File: src/rtl/buzzer_arbiter.sv
// Buzzer arbiter for the four GPIO-header player controllers.
// Synchronises and debounces each buzzer, picks the first rising press of an
// armed round, and holds that player's index and switch answer until acked.
module buzzer_arbiter #(
    parameter int DEBOUNCE_CYCLES = 1000,
    parameter int CNT_W           = 10
) (
    input  logic        clk,
    input  logic        rst,
    input  logic [39:0] gpins,
    input  logic        enable,
    input  logic        ack,
    output logic        playerInputFlag,
    output logic [1:0]  firstPlayerFlag,
    output logic [7:0]  switchInput,
    output logic [1:0]  round_state
);

    typedef enum logic [1:0] {
        IDLE   = 2'b00,
        ARMED  = 2'b01,
        LOCKED = 2'b10
    } round_t;

    localparam logic [CNT_W-1:0] CNT_LAST = CNT_W'(DEBOUNCE_CYCLES - 1);

    round_t           state;
    round_t           state_next;
    logic [39:0]      sync_s1;
    logic [39:0]      sync_s2;
    logic [3:0]       buzz_s2;
    logic [3:0]       db;
    logic [3:0]       db_q;
    logic [3:0]       press;
    logic [CNT_W-1:0] cnt [4];
    logic [1:0]       winner;
    logic [7:0]       winner_sw;
    logic             capture;
    logic             clear_flag;
    logic             unused_pins;

    // Two-flop synchroniser on every header pin; everything downstream uses s2.
    always_ff @(posedge clk) begin
        if (rst) begin
            sync_s1 <= '0;
            sync_s2 <= '0;
        end else begin
            sync_s1 <= gpins;
            sync_s2 <= sync_s1;
        end
    end

    // The spare pin of each controller is synchronised but has no consumer.
    assign unused_pins = ^{sync_s2[39], sync_s2[29], sync_s2[19], sync_s2[9]};

    // Pull the four synchronised buzzer bits out of the header layout.
    always_comb begin
        buzz_s2 = '0;
        for (int n = 0; n < 4; n++) begin
            buzz_s2[n] = sync_s2[10*n + 8];
        end
    end

    // Debounce: the level only follows s2 after DEBOUNCE_CYCLES consecutive disagreeing cycles.
    always_ff @(posedge clk) begin
        if (rst) begin
            db   <= '0;
            db_q <= '0;
            for (int n = 0; n < 4; n++) begin
                cnt[n] <= '0;
            end
        end else begin
            db_q <= db;
            for (int n = 0; n < 4; n++) begin
                if (buzz_s2[n] == db[n]) begin
                    cnt[n] <= '0;
                end else if (cnt[n] == CNT_LAST) begin
                    db[n]  <= buzz_s2[n];
                    cnt[n] <= '0;
                end else begin
                    cnt[n] <= cnt[n] + CNT_W'(1);
                end
            end
        end
    end

    // Rising edges of the debounced levels; lowest index wins a tie.
    always_comb begin
        press  = db & ~db_q;
        winner = 2'd0;
        for (int n = 3; n >= 0; n--) begin
            if (press[n]) begin
                winner = 2'(n);
            end
        end
        case (winner)
            2'd0:    winner_sw = sync_s2[7:0];
            2'd1:    winner_sw = sync_s2[17:10];
            2'd2:    winner_sw = sync_s2[27:20];
            default: winner_sw = sync_s2[37:30];
        endcase
    end

    // Round state register.
    always_ff @(posedge clk) begin
        if (rst) begin
            state <= IDLE;
        end else begin
            state <= state_next;
        end
    end

    // Next round state; a dropped enable beats a same-cycle press.
    always_comb begin
        state_next = state;
        case (state)
            IDLE: begin
                if (enable) begin
                    state_next = ARMED;
                end
            end
            ARMED: begin
                if (!enable) begin
                    state_next = IDLE;
                end else if (|press) begin
                    state_next = LOCKED;
                end
            end
            LOCKED: begin
                if (ack) begin
                    state_next = enable ? ARMED : IDLE;
                end
            end
            default: state_next = IDLE;
        endcase
    end

    // Decode the capture and release strobes from the current state.
    always_comb begin
        capture     = (state == ARMED) && enable && (|press);
        clear_flag  = (state == LOCKED) && ack;
        round_state = state;
    end

    // Result registers: loaded on capture, flag dropped on ack, values held otherwise.
    always_ff @(posedge clk) begin
        if (rst) begin
            playerInputFlag <= 1'b0;
            firstPlayerFlag <= 2'd0;
            switchInput     <= 8'd0;
        end else if (capture) begin
            playerInputFlag <= 1'b1;
            firstPlayerFlag <= winner;
            switchInput     <= winner_sw;
        end else if (clear_flag) begin
            playerInputFlag <= 1'b0;
        end
    end

endmodule
File: config.mk
export PLATFORM = sky130hd
export DESIGN_NAME = buzzer_arbiter
export DESIGN_NICKNAME = d
export VERILOG_FILES = /design/src/rtl/buzzer_arbiter.sv
export SDC_FILE = /design/constraint.sdc
export NUM_CORES = 1
export LEC_CHECK = 0
export ABC_CLOCK_PERIOD_IN_PS = 1900
export CAP_MARGIN = 20
export CORE_MARGIN = 2
export CORE_UTILIZATION = 25
export DETAILED_ROUTE_END_ITERATION = 10
export HOLD_SLACK_MARGIN = 0.1
export PLACE_DENSITY = 0.38
export SYNTH_ARGS = -nofsm -noshare
export SYNTH_HDL_FRONTEND = slang
export SYNTH_SLANG_ARGS = --single-unit
File: constraint.sdc
create_clock -name clk -period 1.9 [get_ports clk]
set_clock_uncertainty 0.05 [all_clocks]
set_input_delay 0.57 -clock clk [delete_from_list [all_inputs] [get_ports clk]]
set_output_delay 0.57 -clock clk [all_outputs]
set_load 0.01 [all_outputs]
Figure 1. Placed standard cells.
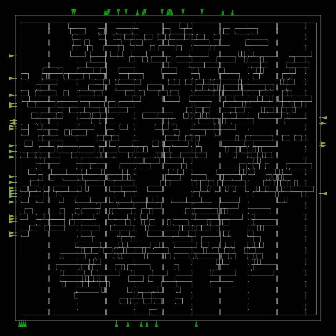
Final Non-Filler Cells: 854
Final Core Density: 0.340
core area: 20300 um^2

Figure 2. Nets reached from selected ports.
Bar = 50 um.
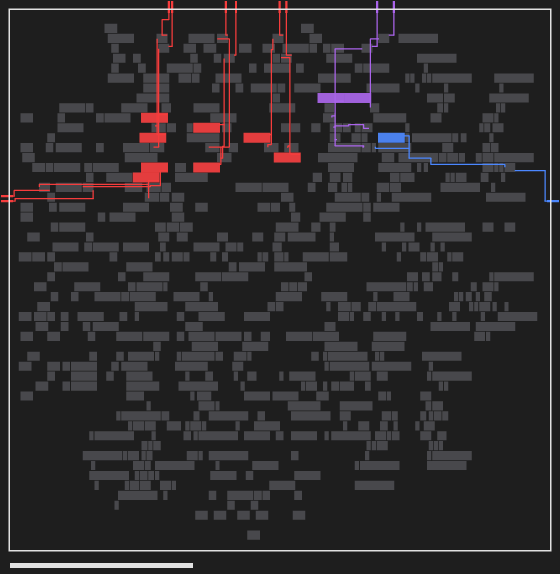
- purple: round_state (direction output; end cells 2; wire 97.6 um)
- red: switchInput (direction output; end cells 8; wire 360 um)
- blue: playerInputFlag (direction output; end cells 1; wire 63.4 um)
I/O Pins: 57
I/O Buffers: 52

Figure 3. Cell sizes after repair.
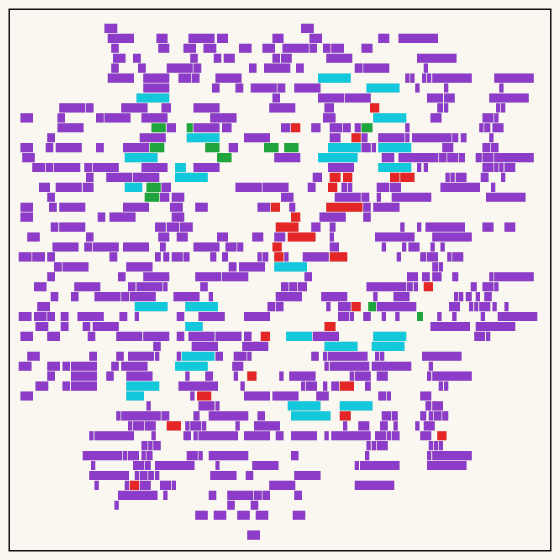
- green: x2 (cells 12; share 2.1%; most used a32o_2)
- cyan: x6 and larger (cells 28; share 4.8%; most used clkbuf_16)
- red: x3 and x4 (cells 27; share 4.6%; most used buf_4)
- purple: x1 and smaller (cells 517; share 89%; most used dfxtp_1)
Finished Cell Area: 6890 um^2
synth-to-layout area growth: 33.3%
bufs w/o clock: 69
PnR worst setup slack: 121 ps

Figure 4. Cell classes on the final placement.
Fill, decap, tap and diode cells in grey.
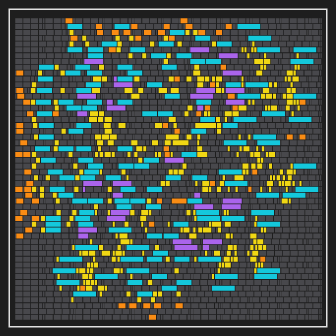
- cyan: registers (cells 133)
- orange: remaining buffers and delay cells (cells 69)
- purple: clock drivers and dummy loads (cells 32)
- yellow: remaining logic cells (cells 350)
Seq/total area: 0.444
Rows: 52

==> flow_metrics.env <==
# implementation run metrics
export IMPL_outcome="finished, final reports clean"
export IMPL_min_path_type="register to register"
export IMPL_numClockSinks=133
export IMPL_final_nets=619
export IMPL_slowest_delay_ps=590
export IMPL_cts_buffers_inserted=17
export IMPL_gp_congestion=0.760
export IMPL_critPathSlowestCell="or4_1"
export IMPL_finalMaxSlewViolations=0
export IMPL_synth_edff_count=40
export IMPL_place_ws_ps=-222
export IMPL_grt_pass1_wl_um=17000
export IMPL_cts_tree="built"
export IMPL_grt_usage=0.101
export IMPL_cp_arrival_ps=1890
export IMPL_final_antenna_net_count=0
export IMPL_warnings=30
export IMPL_grt_overflow=0
export IMPL_finalSetupViolCount=0
export IMPL_finalClockPeriodUsage=0.937
export IMPL_wl_per_cell_um=11.7
export IMPL_finalSetupTns_ps=0
export IMPL_die_h_um=148
export IMPL_p_per_area_nw_per_um2=1010
export IMPL_grt_max_degree=47
export IMPL_final_cell_mix="93 x dfxtp_1, 79 x nor2b_1, 49 x nor2_1"
export IMPL_rsz0062_at_grt="no"
export IMPL_cts_root_buf="clkbuf_16"
export IMPL_yosysUniqueCellTypes=43
export IMPL_grt_pass1_vias=3411
export IMPL_crit_type="register to register"
export IMPL_finalHoldViolCount=0
export IMPL_clock_latency_ps=420
export IMPL_wirelength_um=9960
export IMPL_die_w_um=148
export IMPL_diodes=0
export IMPL_fin_crit_ps=1780
export IMPL_cts_hold_buf=0
export IMPL_yosys_area_um2=5170
export IMPL_required_ps=2010
export IMPL_ys_cells=462
export IMPL_ys_seq_share=0.592
export IMPL_htreeDepth=4
export IMPL_worst_path_max_fanout=9
export IMPL_fillerInstances=2089
export IMPL_cts_buffer_depth=2
export IMPL_drcViolationCount=0
export IMPL_synth_area_um2=5170
export IMPL_antenna_found_initial=0
export IMPL_dpl_hpwl_um=7400
export IMPL_clk_pin_slew_ps=60
export IMPL_yosysWarnings=0
export IMPL_max_freq_mhz=562
export IMPL_critPathBufInv=0
export IMPL_synth_seq_cells=133
export IMPL_fp_util=0.255
export IMPL_vias=3352
export IMPL_layout_drive_gt1_share=0.115
export IMPL_routed_via_density=3.93
export IMPL_path_delay_family="simple AND/OR/NAND/NOR gates"
export IMPL_top_area_cell="dfxtp_1"
export IMPL_synth_cells=462
export IMPL_crit_chain="ha_1, nand2_1, or4_1, nand2_4, nor2_1"
export IMPL_ir_drop_mv=0.553
export IMPL_async_reset_ff_frac=0
export IMPL_top_cells_by_area="dfxtp_1 36%, edfxtp_1 23%, nor2b_1 9.6%, xnor2_1 4.4%, nor2_1 3.6%"
export IMPL_top_area_frac=0.360
export IMPL_synthFlopType="dfxtp_1"
export IMPL_drt_first_pass_iters=4
export IMPL_mostFrequentLayoutCell="dfxtp_1"
export IMPL_placedInstanceArea_um2=6220
export IMPL_drv_cap=0
export IMPL_cp_end_kind="register"
export IMPL_critPathLaunchType="register"
export IMPL_power_leakage_nw=2.80
export IMPL_syn_avg_cell_area_um2=11.2
export IMPL_dieArea_um2=21900
export IMPL_drtIter0Drc=122
==> logic make-up (layout without fill, tap and decap cells) <==
family                   after synthesis  in the layout  share of synthesized area
AND-OR/OR-AND                         33             33                     0.0602
AND/OR/NAND/NOR                      216            216                      0.229
other                                  1             40                   0.000725
buffers and inverters                 27            110                     0.0242
adder cells (fa/ha/maj)                4              4                    0.00968
multiplexers                          12             12                     0.0232
XOR/XNOR                              36             36                     0.0610
flip-flops                           133            133                      0.592
==> power by group <==
part	internal, mW	total [mW]	switching [mW]	leakage (nW)
clock network	2.36	3.58	1.22	0.331
registers	3.03	3.09	0.0552	1.18
logic	0.160	0.276	0.115	1.29
total	5.56	6.95	1.39	2.80
==> Yosys cell counts (2+ instances only) <==
| cell type | n |
|---|---|
| buf_6 | 2 |
| nand2b_1 | 6 |
| nand3_1 | 18 |
| xor2_1 | 10 |
| and2_1 | 2 |
| a32o_2 | 8 |
| and3_1 | 6 |
| dfxtp_1 | 93 |
| nand4_1 | 6 |
| or4_1 | 3 |
| mux2i_1 | 12 |
| ha_1 | 4 |
| nor2b_1 | 79 |
| o221ai_1 | 8 |
| or3_1 | 2 |
| edfxtp_1 | 40 |
| clkbuf_1 | 10 |
| nor2_1 | 49 |
| buf_2 | 4 |
| and2b_1 | 2 |
| xnor2_1 | 26 |
| a21oi_1 | 5 |
| nor3_1 | 12 |
| nand2_2 | 3 |
| nand2_1 | 19 |
| inv_1 | 9 |
| a21o_1 | 8 |
==> state kept, by name (all words and copies together), names as in the netlist <==
name / cells
cnt: 40
sync_s1: 36
sync_s2: 36
switchInput: 8
db: 4
db_q: 4
firstPlayerFlag: 2
round_state: 2
playerInputFlag: 1
==> what timing repair did <==
item	CTS	global route
setup endpoints to repair	13	14
setup buffers	0	0
resized	13	4
==> stage by stage <==
| stage | power (mW) | hold slack (ps) | instances |
|---|---|---|---|
| finish | 6.95 | 386 | 854 |
| CTS | 7.06 | 386 | 854 |
| floorplan | 3.29 | 364 | 501 |
| detailed placement | 3.43 | 372 | 822 |
| global placement | 3.43 | 379 | 822 |
| global route | 7.22 | 408 | 854 |
==> per-layer routing <==
layer / global-route usage / vias up / share of wire
met5: 0 / - / 0
li1: - / 1750 / -
met3: 0.0299 / 11 / 0.031
met1: 0.128 / 1548 / 0.48
met4: 0.0457 / 0 / 0.018
met2: 0.158 / 43 / 0.47
==> worst register-to-register path: stages (launching register included) <==
cell      delay (ps)
edfxtp_1         370
ha_1             210
nand2_1           90
or4_1            590
nand2_4          170
nor2_1            60
==> worst paths after layout <==
kind / end / cells after the start / slack [ps] / startpoint
worst max register to register: cnt[0][4] / 5 / 120 / cnt[0][0]
worst max-delay path: cnt[0][4] / 5 / 120 / cnt[0][0]
worst min register to register: sync_s2[21] / 1 / 390 / sync_s1[21]
worst min-delay path: sync_s2[21] / 1 / 390 / sync_s1[21]
==> cell type report <==
type | count | area [um^2] | area share
well taps | 270 | 338 | 0.0490
repair buffers | 69 | 639 | 0.0927
clock buffers | 25 | 571 | 0.0828
multi-input cells | 341 | 2150 | 0.312
flip-flops and latches | 133 | 3060 | 0.444
clock inverters | 7 | 100 | 0.0145
inverters | 9 | 33.8 | 0.00490
Power and IR drop assume default switching activity.
